==> src/rtl/alarm_pkg.sv <==
// Shared constants for the three-sensor intrusion alarm.
package alarm_pkg;

  localparam int unsigned NUM_SENSORS = 3;
  localparam int unsigned CNT_W       = 8;

  localparam int unsigned MOTION = 0;
  localparam int unsigned DOOR   = 1;
  localparam int unsigned WINDOW = 2;

endpackage : alarm_pkg

==> src/rtl/alarm_sensor_filter.sv <==
// One sensor channel: multi-flop synchronizer followed by a saturating debounce counter.
module alarm_sensor_filter
  import alarm_pkg::*;
#(
  parameter int unsigned SYNC_STAGES     = 2,
  parameter int unsigned DEBOUNCE_CYCLES = 4
) (
  input  logic clk,
  input  logic rst_n,
  input  logic sensor_in,
  output logic qualified
);

  localparam logic [CNT_W-1:0] DEB_MAX = CNT_W'(DEBOUNCE_CYCLES);

  logic [SYNC_STAGES-1:0] sync_q, sync_d;
  logic [CNT_W-1:0]       cnt_q, cnt_d;
  logic                   sensor_sync;

  assign sensor_sync = sync_q[SYNC_STAGES-1];

  always_comb begin
    sync_d = {sync_q[SYNC_STAGES-2:0], sensor_in};
  end

  always_comb begin
    cnt_d = '0;
    if (sensor_sync) begin
      cnt_d = (cnt_q == DEB_MAX) ? cnt_q : cnt_q + 1'b1;
    end
  end

  // Gating with the synchronized level makes the count read as zero in the
  // very cycle the sensor drops, so release is not delayed by the counter flop.
  assign qualified = sensor_sync && (cnt_q == DEB_MAX);

  always_ff @(posedge clk or negedge rst_n) begin
    if (!rst_n) begin
      sync_q <= '0;
      cnt_q  <= '0;
    end else begin
      sync_q <= sync_d;
      cnt_q  <= cnt_d;
    end
  end

endmodule : alarm_sensor_filter

==> src/rtl/tt_um_umar316798.sv <==
// Intrusion alarm top: reset synchronizer, three filtered sensors, OR trigger, alarm flop.
module tt_um_umar316798
  import alarm_pkg::*;
#(
  parameter int unsigned SYNC_STAGES     = 2,
  parameter int unsigned DEBOUNCE_CYCLES = 4,
  parameter int unsigned LATCH_ALARM     = 1
) (
  input  logic                   clk,
  input  logic                   rst_n,
  input  logic [NUM_SENSORS-1:0] ui_in,
  output logic                   uo_out
);

  logic [1:0]             rst_sync_q, rst_sync_d;
  logic                   rst_int_n;
  logic [NUM_SENSORS-1:0] qual;
  logic                   trigger;
  logic                   alarm_q, alarm_d;

  always_comb begin
    rst_sync_d = {rst_sync_q[0], 1'b1};
  end

  always_ff @(posedge clk or negedge rst_n) begin
    if (!rst_n) rst_sync_q <= '0;
    else        rst_sync_q <= rst_sync_d;
  end

  assign rst_int_n = rst_sync_q[1];

  alarm_sensor_filter #(
    .SYNC_STAGES    (SYNC_STAGES),
    .DEBOUNCE_CYCLES(DEBOUNCE_CYCLES)
  ) u_motion (
    .clk      (clk),
    .rst_n    (rst_int_n),
    .sensor_in(ui_in[MOTION]),
    .qualified(qual[MOTION])
  );

  alarm_sensor_filter #(
    .SYNC_STAGES    (SYNC_STAGES),
    .DEBOUNCE_CYCLES(DEBOUNCE_CYCLES)
  ) u_door (
    .clk      (clk),
    .rst_n    (rst_int_n),
    .sensor_in(ui_in[DOOR]),
    .qualified(qual[DOOR])
  );

  alarm_sensor_filter #(
    .SYNC_STAGES    (SYNC_STAGES),
    .DEBOUNCE_CYCLES(DEBOUNCE_CYCLES)
  ) u_window (
    .clk      (clk),
    .rst_n    (rst_int_n),
    .sensor_in(ui_in[WINDOW]),
    .qualified(qual[WINDOW])
  );

  assign trigger = |qual;

  always_comb begin
    alarm_d = trigger;
    if (LATCH_ALARM != 0) alarm_d = trigger || alarm_q;
  end

  always_ff @(posedge clk or negedge rst_int_n) begin
    if (!rst_int_n) alarm_q <= 1'b0;
    else            alarm_q <= alarm_d;
  end

  assign uo_out = alarm_q;

endmodule : tt_um_umar316798

==> config.mk <==
export PLATFORM = sky130hd
export DESIGN_NAME = tt_um_umar316798
export DESIGN_NICKNAME = d
export VERILOG_FILES = /design/src/rtl/alarm_pkg.sv /design/src/rtl/alarm_sensor_filter.sv /design/src/rtl/tt_um_umar316798.sv
export SDC_FILE = /design/constraint.sdc
export NUM_CORES = 1
export LEC_CHECK = 0
export ABC_AREA = 1
export CAP_MARGIN = 20
export CORE_ASPECT_RATIO = 0.75
export CORE_MARGIN = 4
export CORE_UTILIZATION = 43
export DETAILED_ROUTE_END_ITERATION = 10
export PLACE_DENSITY = 0.67
export SLEW_MARGIN = 30
export SYNTH_ARGS = -nofsm -noshare
export SYNTH_HDL_FRONTEND = slang
export SYNTH_SLANG_ARGS = --single-unit
==> constraint.sdc <==
create_clock -name clk -period 3 [get_ports clk]
set_input_delay 0.6 -clock clk [delete_from_list [all_inputs] [get_ports clk]]
set_output_delay 0.6 -clock clk [all_outputs]
set_load 0.005 [all_outputs]
### Cell sizes after repair

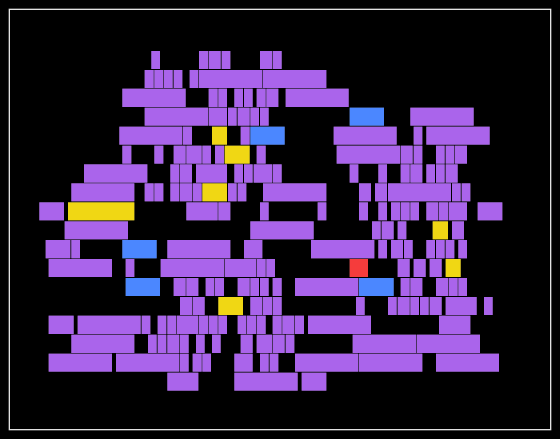
legend:
  purple:
    size: _0 and _1 cells
    cells: 188
  yellow:
    size: _2 cells
    cells: 7
  red:
    size: _3 and _4 cells
    cells: 1
  blue:
    size: _6 and larger
    cells: 5

### The metal 1 layer

Cells faint in the background.
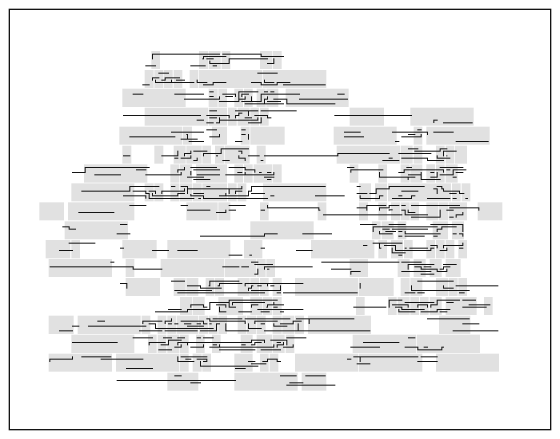
nets with wire on the layer: 187
wire length on this layer: 1240 um

==> deck_impl_summary.md <==
Flow Results at a Glance

Critical path
  • Critical Path End Type: output port
  • WP depth: 1
  • Required time of the critical path: 2.40 ns

Finish
  • Proportion of layout cells with a drive suffix above 1: around 6.5%
  • Flip-flop and latch area: roughly 830 sq um
  • Layout Cell Area excl Fill: about 1800 sq um

Place
  • DP HPWL: about 1900 um

Min path
  • Worst hold path type: reg -> async

Global routing
  • Met1 track demand over resource: between 10% and 20%

Power and ir drop
  • Sequential Power Share: between 50% and 60%
  • Static leakage power: ~0.00084 uW

Routing
  • Drt wl/cell: roughly 9.9 um

Synthesis
  • And+or+nand+nor area frac: 27.7%
  • Area reported by Yosys stat: about 1600 sq um
  • Post-synthesis sequential area ratio: between 50% and 60%

Floorplan
  • Vertical extent of the die: between 60 and 70 um

CTS
  • H-tree levels: 2
  • Clock buffer count from CTS: 5

Job
  • OpenROAD warnings: 29

Status
  • Result of the run: finished, final reports clean
### Metal 2

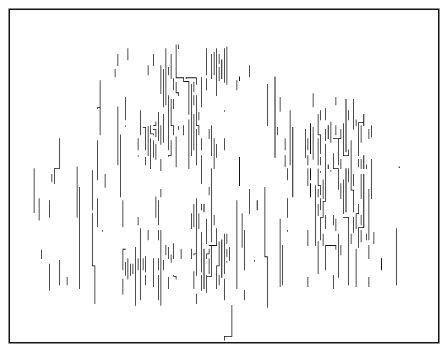
main direction: vertical
longest straight run: 18.4 um
wire length on this layer: 1110 um

### Placement density heat map

The bar under the picture is 20 um long. The die is cut into 8 by 6 equal tiles; dark blue is low, red is high, 0 to 100% covered.
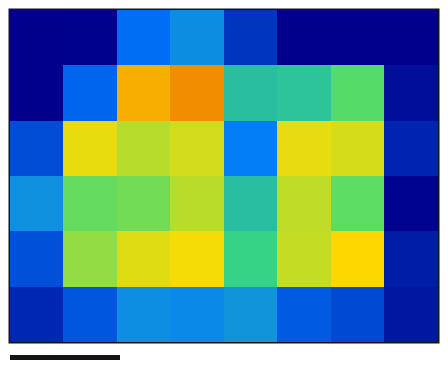
nearly empty tiles: 15%
tiles over 75% full: 6.2%
densest ninth of the die: center
fullest tile: 84%
mean over tiles: 36%

Power figures rest on the tool's default switching activity, not on a simulated workload.
